`config.mk`:
```
export PLATFORM = sky130hd
export DESIGN_NAME = gray_serial_decoder
export DESIGN_NICKNAME = d
export VERILOG_FILES = /design/src/rtl/gray_pkg.sv /design/src/rtl/gray_step_check.sv /design/src/rtl/gray_serial_decoder.sv
export SDC_FILE = /design/constraint.sdc
export NUM_CORES = 1
export LEC_CHECK = 0
export ABC_CLOCK_PERIOD_IN_PS = 1500
export CAP_MARGIN = 5
export CORE_MARGIN = 2
export CORE_UTILIZATION = 34
export DETAILED_ROUTE_END_ITERATION = 8
export PLACE_DENSITY = 0.61
export SLEW_MARGIN = 15
export SYNTH_ARGS = -nofsm -noshare
export SYNTH_HDL_FRONTEND = slang
export SYNTH_SLANG_ARGS = --single-unit
```
`constraint.sdc`:
```
create_clock -name clk -period 1.5 [get_ports clk]
set_input_delay 0.225 -clock clk [delete_from_list [all_inputs] [get_ports clk]]
set_output_delay 0.225 -clock clk [all_outputs]
set_load 0.02 [all_outputs]
```
`src/rtl/gray_pkg.sv`:
```
// Shared definitions for the serial Gray-code decoder: FSM state encoding
// and the default code word width.
package gray_pkg;

  localparam int GRAY_WIDTH = 4;

  typedef enum logic {
    ST_IDLE  = 1'b0,
    ST_SHIFT = 1'b1
  } gray_state_t;

endpackage : gray_pkg

```
`src/rtl/gray_step_check.sv`:
```
// Combinational Hamming-distance-one test between two Gray words.
// one_bit is high only when prev and cur differ in exactly one bit position.
module gray_step_check #(
  parameter int WIDTH = gray_pkg::GRAY_WIDTH
) (
  input  logic [WIDTH-1:0] prev,
  input  logic [WIDTH-1:0] cur,
  output logic             one_bit
);

  logic [WIDTH-1:0] diff;

  // A non-zero value is a power of two exactly when clearing its lowest set
  // bit leaves nothing behind.
  assign diff    = prev ^ cur;
  assign one_bit = (diff != '0) && ((diff & (diff - WIDTH'(1))) == '0);

endmodule : gray_step_check

```
`src/rtl/gray_serial_decoder.sv`:
```
// Serial MSB-first Gray-to-binary decoder with running-XOR decode and a
// single-bit-step check against the previously received word.
module gray_serial_decoder
  import gray_pkg::*;
#(
  parameter int WIDTH = GRAY_WIDTH
) (
  input  logic             clk,
  input  logic             rst,
  input  logic             start,
  input  logic             gin,
  output logic [WIDTH-1:0] bin,
  output logic             valid,
  output logic             busy,
  output logic             step_err
);

  localparam int CW = $clog2(WIDTH);

  gray_state_t      state;
  logic [CW-1:0]    cnt;
  logic             run_b;
  logic [WIDTH-2:0] g_sh;
  logic [WIDTH-2:0] b_sh;
  logic [WIDTH-1:0] prev_g;
  logic             has_prev;

  logic             b_bit;
  logic [WIDTH-1:0] g_next;
  logic [WIDTH-1:0] b_next;
  logic             one_bit;

  // The MSB passes straight through; every lower bit folds in the running bit.
  assign b_bit  = gin ^ ((state == ST_SHIFT) ? run_b : 1'b0);
  assign g_next = {g_sh, gin};
  assign b_next = {b_sh, b_bit};

  gray_step_check #(
    .WIDTH (WIDTH)
  ) u_step_check (
    .prev    (prev_g),
    .cur     (g_next),
    .one_bit (one_bit)
  );

  // NOTE: all state here uses non-blocking assignments so every flop samples
  // the pre-edge values; the shift registers are reset too, which keeps
  // simulation X-free even though their contents are overwritten per word.
  always_ff @(posedge clk or posedge rst) begin
    if (rst) begin
      state    <= ST_IDLE;
      cnt      <= '0;
      run_b    <= 1'b0;
      g_sh     <= '0;
      b_sh     <= '0;
      prev_g   <= '0;
      has_prev <= 1'b0;
      bin      <= '0;
      valid    <= 1'b0;
      busy     <= 1'b0;
      step_err <= 1'b0;
    end else begin
      valid    <= 1'b0;
      step_err <= 1'b0;
      case (state)
        ST_IDLE: begin
          if (start) begin
            state <= ST_SHIFT;
            busy  <= 1'b1;
            cnt   <= CW'(WIDTH - 1);
            run_b <= b_bit;
            g_sh  <= g_next[WIDTH-2:0];
            b_sh  <= b_next[WIDTH-2:0];
          end
        end
        ST_SHIFT: begin
          cnt   <= cnt - CW'(1);
          run_b <= b_bit;
          g_sh  <= g_next[WIDTH-2:0];
          b_sh  <= b_next[WIDTH-2:0];
          // Last bit: publish the whole word at once and remember it.
          if (cnt == CW'(1)) begin
            state    <= ST_IDLE;
            busy     <= 1'b0;
            valid    <= 1'b1;
            bin      <= b_next;
            step_err <= has_prev & ~one_bit;
            prev_g   <= g_next;
            has_prev <= 1'b1;
          end
        end
        default: state <= ST_IDLE;
      endcase
    end
  end

endmodule : gray_serial_decoder

```
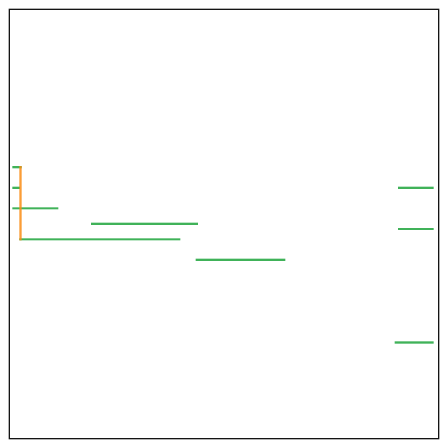
Figure 1: wiring by layer.
Only two layers are drawn.
orange -> metal 4  # wire length 9.50 µm
green -> metal 3  # wire length 67.2 µm

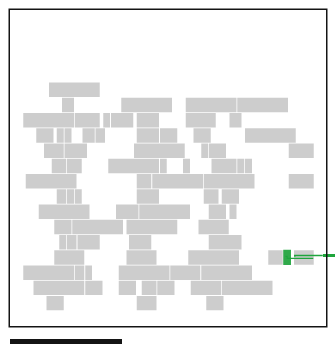
Figure 2: I/O nets highlighted.
Scale bar: 20 µm.
green -> rst  # bits 1, direction input, end cells 1, buffers 1, wire 10.1 µm

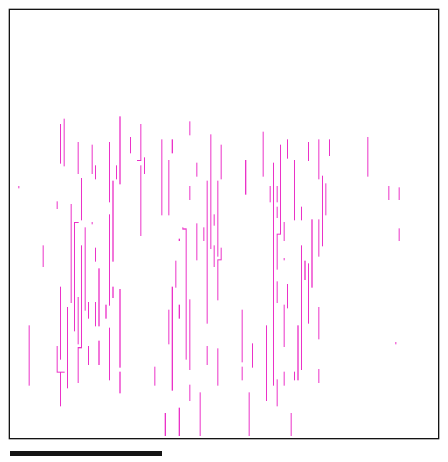
Figure 3: signal wires on met2.
Scale bar: 20 µm.
share of all routed wire = 45%
nets with wire on the layer = 73
wire length on this layer = 604 µm
longest straight run = 29.2 µm
main direction = vertical

-- cell families (layout without fill, tap and decap cells) --
kind of cell | after synthesis | after routing | synth area share (%)
mux | 12 | 12 | 16.9
simple gates | 13 | 13 | 7.78
buf+inv | 8 | 21 | 5.23
fa+ha+maj | 1 | 1 | 1.34
compound gates | 7 | 7 | 5.09
xor+xnor | 7 | 7 | 7.37
flops | 21 | 21 | 56.3
-- worst register-to-register path, stage by stage, from the launching register on --
cell and delay, ps:
dfrtp_1 420, ha_1 250, nand2_4 180, mux2_2 350
-- registers in the layout, indices dropped and copies added, names as in the netlist --
name	count
b_sh	3
bin	4
busy	1
cnt	2
g_sh	3
has_prev	1
prev_g	4
state	1
step_err	1
valid	1
-- routing by layer --
| metal | routed length (µm) | vias to the layer above | global-route usage (%) | part of all wire, % |
|---|---|---|---|---|
| li1 | - | 254 | - | - |
| met3 | 67 | 2 | 4.84 | 4.9 |
| met5 | 0 | - | 0 | 0 |
| met4 | 9 | 0 | 3.06 | 0.66 |
| met1 | 674 | 252 | 13.3 | 50 |
| met2 | 604 | 10 | 14.3 | 45 |
-- cell type report --
type	count	share of cell area [%]
Clock buffer	4	2.43
Inverter	5	1.74
Multi-Input combinational cell	40	33.2
Sequential cell	21	48.6
Tap cell	30	3.47
Timing Repair Buffer	12	10.5
-- report_power, final --
part	leakage, nW	switching, mW	internal [mW]
registers	0.243	0.189	0.816
logic	0.259	0.460	0.558
clock network	0.0150	0.172	0.104
total	0.516	0.821	1.48
-- through the flow --
stage               std cells  hold slack (ps)  area, µm²
floorplan                  69              202        933
global placement          108              463       1060
detailed placement        108              483       1060
CTS                       112              248       1080
global route              112              256       1080
finish                    112              237       1080
==> out/qor.yml <==
status: "completed"
area_leaders: "dfrtp_1 (56%), mux2_4 (9.7%), mux2_2 (7.2%), xnor2_1 (5.6%), buf_6 (2.4%)"
rr_worst_depth: 3
setup-tns-final_ps: 0
numCtsBuffers: 3
wl_per_cell_um: 12.1
path_clk_slew_ps: 120
rsz0062_at_grt: "no"
clock_skew_ps: 2.72
rr_startpoint: "cnt[0]$_DFFE_PP0P_"
ff_type: "dfrtp_1"
synth_flops: 21
antenna_found_initial: 0
dieHeight_um: 56.4
via_count: 518
postSynthCellCount: 69
period_needed_ps: 1310
max_stage_delay_ps: 420
synthesis.area_um2: 933
place_ws_ps: 60.0
post-route-period-util_pct: 87.0
postLayoutCoreUtil_pct: 42.5
synth_cell_types: 22
No activity file was given, so power comes from the tool's default toggle rates.
